==> config.mk <==
export PLATFORM = sky130hd
export DESIGN_NAME = mips_trace_buf
export DESIGN_NICKNAME = d
export VERILOG_FILES = /design/src/rtl/mips_trace_pkg.sv /design/src/rtl/trace_fifo_ram.sv /design/src/rtl/mips_trace_buf.sv
export SDC_FILE = /design/constraint.sdc
export NUM_CORES = 1
export LEC_CHECK = 0
export CAP_MARGIN = 10
export CORE_UTILIZATION = 48
export CTS_CLUSTER_DIAMETER = 60
export DETAILED_ROUTE_END_ITERATION = 10
export PLACE_DENSITY = 0.63
export SLEW_MARGIN = 20
export SYNTH_ARGS = -nofsm -noshare
export SYNTH_HDL_FRONTEND = slang
export SYNTH_SLANG_ARGS = --single-unit
==> constraint.sdc <==
create_clock -name clk -period 7.95 [get_ports clk]
set_input_delay 1.59 -clock clk [delete_from_list [all_inputs] [get_ports clk]]
set_output_delay 1.59 -clock clk [all_outputs]
set_load 0.1 [all_outputs]
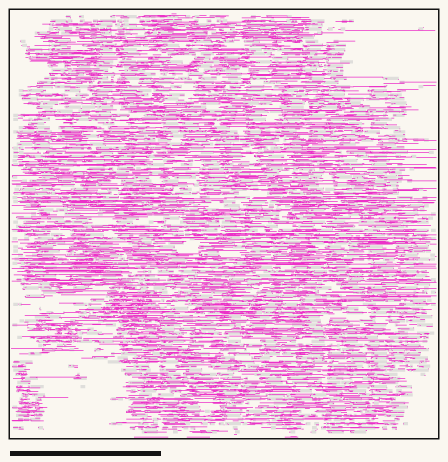
**Above:** run 1 (signal wires on met1).
The bar under the picture is 100 um long. Cells faint in the background.
nets with wire on the layer	2526
main direction	horizontal
wire length on this layer	42.8 mm
share of all routed wire	40%
longest straight run	77.3 um
met1 Resource Use GR: 35.2%
via count: 23100
total wire length: 107 mm

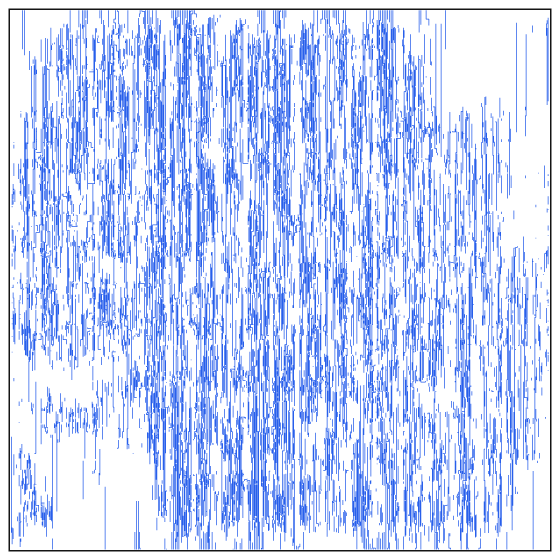
**Above:** run 1 (M2 wires).
wire length on this layer	52.5 mm
longest straight run	101 um
routing usage on met2: 43.5%

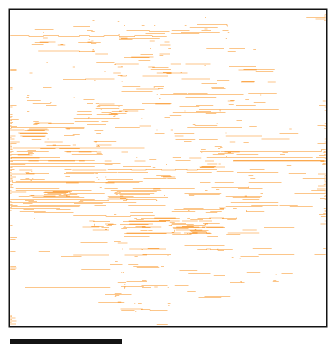
**Above:** run 1 (metal 3).
The bar under the picture is 100 um long.
share of all routed wire	8.3%
main direction	horizontal
longest straight run	118 um
wire length on this layer	8810 um
nets with wire on the layer	290
M3 GR Usage: 5.42%

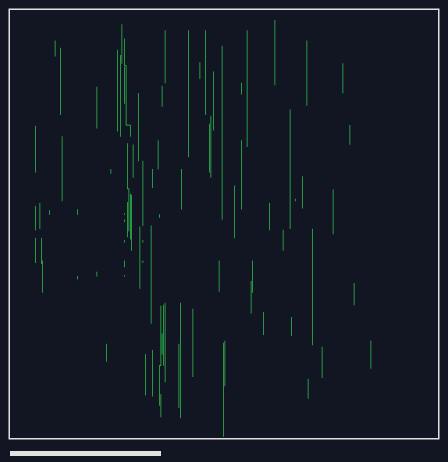
**Above:** run 1 (the metal 4 layer).
The bar under the picture is 100 um long.
nets with wire on the layer	49
longest straight run	115 um
wire length on this layer	2530 um
share of all routed wire	2.4%

==> out/results.ini, run 1 <==
[route]
antenna_left=0
drc=0
avgViaCountPerCell=6.48
drt_first_pass_iters=5
wl_per_cell_um=29.9
drt-initial-drc-count=2264

[final_layout]
layout_top_cells=edfxtp_1, a22o_1, clkdlybuf4s50_1
final_common_cell=edfxtp_1
fill_cells=6076
drive_above_1_share_pct=19.8
register_area_mm2=0.0237
area_growth_pct=16.6
layout.nets=2646
final-comb-area_mm2=0.0128
fin_util_pct=56.8
largest_register_ff_count=776
stdcell_count=3565
fin_area_mm2=0.0443

[placed_design]
place_inst=3403
place_ws_ps=1330
port_buffers=277
gp_congestion=0.784
dpl.hpwl_mm=57.7
placed_area_mm2=0.0416

[yosys]
most_common_cell=edfxtp_1
fa_ha_area_share_pct=0.850
synthesis.area_mm2=0.0380
ys_types=38
synthTopCellsByCount=edfxtp_1, a22o_1, and2_1, mux4_2, buf_1
yosysTopAreaCell=edfxtp_1
fp_nets=2553
syn_area_per_cell_um2=16.1
yosysWarnings=0
top_cell_area_share_pct=60.7
yosys_most_used_dff=edfxtp_1
yosys-mux-area-fraction_pct=14.4
yosys.area_share.simple_pct=4.53
ys_cells=2359
yosysSeqAreaShare_pct=62.4
ys_sh_aoi_pct=13.5
ys_chip_area_mm2=0.0380
xor_share_pct=0.231
logic_family=multiplexers
synth-edff-count=768
ys_ff=795
synth_cells=2359
topCellsByArea=edfxtp_1, a22o_1, mux4_2, and2_1, mux2_2
synth-async-reset-ratio_pct=2.39

[flow_run]
warning_count=33
maxCapViolations=0

[timing]
max_freq_mhz=168
slew_headroom_pct=19.8
setup_viol=0
hold_ws_ps=472
setup_tns_ps=0
finalClockPeriodUsage_pct=74.7
rsz0062_at_grt=no
period_minus_slack_ps=5940
worst_slew_pin_slew_ps=1200
hold_viol=0
setup_slack_ps=2010
finalClockSkew_ps=11.8
finalMaxSlewViolations=0

[die]
fp-utilization_pct=48.8
die_width_um=283
die_area_mm2=0.0802
die_height_um=283
num_rows=102
pin_count=278
core_area_mm2=0.0778

[setup_path]
cp_max_fo=48
crit_path_top_delay_cell=o21ai_4
cp-start-kind=primary input
required_ps=8440
worstPathArrival_ps=6430
critPathTopFamily=AND-OR/OR-AND gates
cp-end-kind=flop
reg2reg_depth=21
path_cells=clkdlybuf4s50_1, nand2_1, ha_1, inv_1, ha_1, nand2b_1, a2111o_1, o21a_1, buf_4, ha_1, nor2_1, nor3_1, nand2b_1, ha_1, nor3b_2, nand2_1, o21ai_4, buf_12, a22o_1
r2r_slack_ps=2490
cp_common_cell=ha_1
crit_cells=19
slowest_delay_ps=730
worstSetupPathType=primary input to flop
critPathBufInv=4

[clocking]
clockRootBuffer=clkbuf_16
cts_resized=0
numClockSinks=795
clk_pin_slew_ps=60
post_cts_buffers=0
clockBufferDepth=3
cts_tree=yes
cts.hold.buffers_added=0
cts_max_level=3
cts_buffers=87
worstSkewPairLatency_ps=640

[grt]
grt_max_degree=112
grt_pass1_vias=24000
antenna_found_initial=17
grt_pass1_wl_mm=157
track_usage_pct=26.3
grt_remaining_overflow=0

[power_and_ir_drop]
power_mw=15.7
ir_worst_vdd_v=0.000246
power.density_mw_per_mm2=355
total_leakage_power_nw=16.2

[hold_path]
hold_class=flop to flop
whs_path_depth=1

[status]
status=finished, final reports clean

run 1: routing by layer:
metal  GRT usage [%]  part of all wire, %  wire (um)
met5               0                 0.14        148
met4            7.81                  2.4       2530
met3            5.42                  8.3       8810
met2            43.5                   49      52500
met1            35.2                   40      42800
run 1: report_power, final:
part	internal [mW]	leakage, nW	total [mW]	switching (mW)
Clock	2.20	1.30	3.86	1.66
Combinational	2.10	6.30	6.37	4.27
Sequential	5.18	8.62	5.46	0.283
run 1: final cells by class:
class	instances	area share, %
flip-flops and latches	795	53.6
multi-input cells	1208	29.0
repair buffers	338	8.18
clock buffers	116	5.26
well taps	1040	2.94
clock inverters	41	0.820
inverters	22	0.192
diodes	5	0.0283
==> run 1 -> run 2 <==
- PLACE_DENSITY: 0.63 -> 0.66
- clock period: 7.95 -> 5.1 ns (I/O delays scaled with it)
==> run 2 against run 1 <==
Worst setup slack got worse by 1600 ps. Count of clock-buffer cells in the layout shrank 9. Synthesized area did not move. Sequential share of layout area fell by 1.9 points. Cell count grew 2.9%. Non-clock buffer count grew 95. Wire length up 2.9%. Clock power is 64% higher. Flip-flop count unchanged. Design area up 3.7%. Core utilization grew 2.1 points. Critical path type is now flop to flop.
==> out/results.ini, run 2 <==
[yosys]
fp_nets=2553  ; unchanged
ys_types=38  ; unchanged
synthesis.area_mm2=0.0380  ; unchanged
synth_cells=2359  ; unchanged
ys_cells=2359  ; unchanged
syn_area_per_cell_um2=16.1  ; unchanged
ys_ff=795  ; unchanged
top_cell_area_share_pct=60.7  ; unchanged
ys_chip_area_mm2=0.0380  ; unchanged
synth-edff-count=768  ; unchanged
yosysTopAreaCell=edfxtp_1
topCellsByArea=edfxtp_1, a22o_1, mux4_2, and2_1, mux2_2
yosysWarnings=0  ; unchanged
yosysSeqAreaShare_pct=62.4  ; unchanged
synth-async-reset-ratio_pct=2.39  ; unchanged

[flow_run]
warning_count=30  ; -9.1%
maxCapViolations=0  ; unchanged

[timing]
rsz0062_at_grt=no
hold_viol=0  ; unchanged
worst_slew_pin_slew_ps=984  ; -215 ps
setup_viol=0  ; unchanged
max_freq_mhz=215
finalClockSkew_ps=37.1  ; +25.3 ps
finalClockPeriodUsage_pct=91.3
period_minus_slack_ps=4660
slew_headroom_pct=34.2  ; +14 points
finalMaxSlewViolations=0  ; unchanged
hold_ws_ps=473  ; +1.30 ps

[die]
num_rows=102  ; unchanged
tap_cells=1040  ; unchanged
die_area_mm2=0.0802  ; unchanged
die_height_um=283  ; unchanged
core_area_mm2=0.0778  ; unchanged
fp-utilization_pct=48.8  ; unchanged
die_width_um=283  ; unchanged
pin_count=278  ; unchanged

[placed_design]
place_inst=3498  ; +2.8%
placed_area_mm2=0.0430  ; +3.5%
gp_congestion=0.827  ; +5.5%

[grt]
grt_pass1_vias=24700  ; +3.1%
gr-usage-met2_pct=44.5  ; +0.97 points
grt_max_degree=98  ; -13%
grt_pass1_wl_mm=161  ; +2.6%
antenna_found_initial=22  ; +5
top_usage_layer=met2
track_usage_pct=27.2  ; +0.86 points
grt_remaining_overflow=0  ; unchanged

[clocking]
cts_max_level=3  ; unchanged
clockBufferDepth=3  ; unchanged
cts_resized=0  ; unchanged
cts_tree=yes
clk_pin_slew_ps=60  ; about the same

[power_and_ir_drop]
seq_power_share_pct=33.3  ; -1.5 points
power.density_mw_per_mm2=551  ; +56%
ir_worst_vdd_v=0.000482  ; +96%
p_clk_share_pct=25.0  ; +0.4 points
power.switching_mw=9.97  ; +60%
swShare_pct=39.4  ; -0.24 points
pwr-share-comb_pct=41.7  ; +1.1 points

[setup_path]
crit_path_top_delay_cell=dfrtp_1
cp_max_fo=18  ; -63%
worstSetupPathType=flop to flop
cp-end-kind=flop
required_ps=5480  ; -2960 ps
cp_common_cell=ha_1
crit_cells=21  ; +2
critPathTopFamily=simple AND/OR/NAND/NOR gates
cp-start-kind=flop
reg2reg_depth=21  ; unchanged
worstPathArrival_ps=5040  ; -1390 ps
path_cells=inv_1, ha_1, nand3_4, nand2_1, ha_1, inv_1, ha_1, nand2b_1, a2111o_1, o21a_1, ha_1, nor2_1, nor3_1, nand2b_1, ha_1, and3b_1, nand2_1, o21ai_4, buf_12, buf_12, a22o_1
slowest_delay_ps=470  ; -260 ps
critPathBufInv=4  ; unchanged

[route]
drt_first_pass_iters=5  ; unchanged
wl_per_cell_um=29.9  ; about the same
dr.max_layer_used=met5
drt-initial-drc-count=2516  ; +11%
wl_met1_mm=42.3  ; -1.2%
avgViaCountPerCell=6.48  ; about the same
wl_met3_mm=10.2  ; +15%
wl_met2_mm=53.6  ; +2.1%

[final_layout]
final-nonclk-buf-share_pct=10.9  ; +2.7 points
largest_register_ff_count=776  ; unchanged
nNonClkBuffers=433  ; +28%
clk_share_pct=6.24  ; +0.16 points
fin_util_pct=59.0  ; +2.1 points
layout_top_cells=edfxtp_1, a22o_1, and2_1
fin_area_mm2=0.0459  ; +3.7%
area_growth_pct=20.9
stdcell_count=3670  ; +2.9%
combAreaFraction_pct=28.2  ; -0.86 points
nClkBuffers=107  ; -7.8%
inv_count=22  ; unchanged
register_area_mm2=0.0237  ; unchanged
largestClassByArea=registers
ff_count=795  ; unchanged
final-comb-area_mm2=0.0129  ; +0.64%
fill_cells=5894  ; -3.0%
layout.nets=2741  ; +3.6%
logic_gate_count=1208  ; unchanged
n_antenna_cell=9  ; +4

[hold_path]
whs_path_depth=1  ; unchanged

[status]
status=finished, final reports clean

==> run 2: cell count changes in the layout (fill, tap and decap cells not counted), moves of 9 or more <==
| cell | change |
|---|---|
| buf_4 | +119 |
| clkdlybuf4s50_1 | -97 |
| buf_12 | +73 |
| clkbuf_1 | -9 |
==> run 2: cells by family after synthesis <==
family | synth area share (%)
AND-OR/OR-AND | 13.5
XOR/XNOR | 0.231
adder cells (fa/ha/maj) | 0.850
buffers and inverters | 4.07
flip-flops | 62.4
multiplexers | 14.4
AND/OR/NAND/NOR | 4.53
==> run 2: power by group through the flow <==
stage	clock network (mW)	registers, mW	logic [mW]
finish	6.33	8.43	10.6
global route	6.65	8.47	11.0
CTS	6.40	8.43	10.6
detailed placement	0	8.57	10.6
global placement	0	8.53	10.5
floorplan	0	8.46	7.40
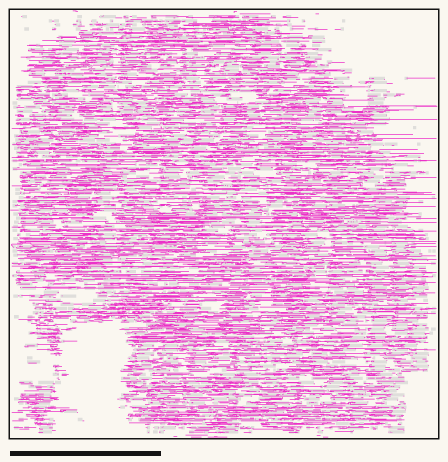
**Above:** run 2 (signal wires on met1).
The bar under the picture is 100 um long. Cells faint in the background.
via count: 23800
met1 Resource Use GR: 35.5%
total wire length: 110 mm

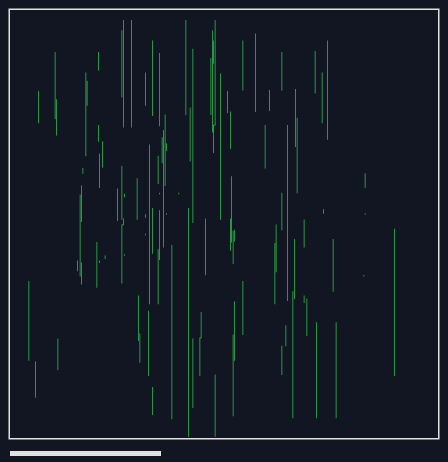
**Above:** run 2 (the metal 4 layer).
The bar under the picture is 100 um long.
nets with wire on the layer	65
main direction	vertical
longest straight run	151 um
share of all routed wire	3.3%

Power is estimated from default activity; no workload was simulated.
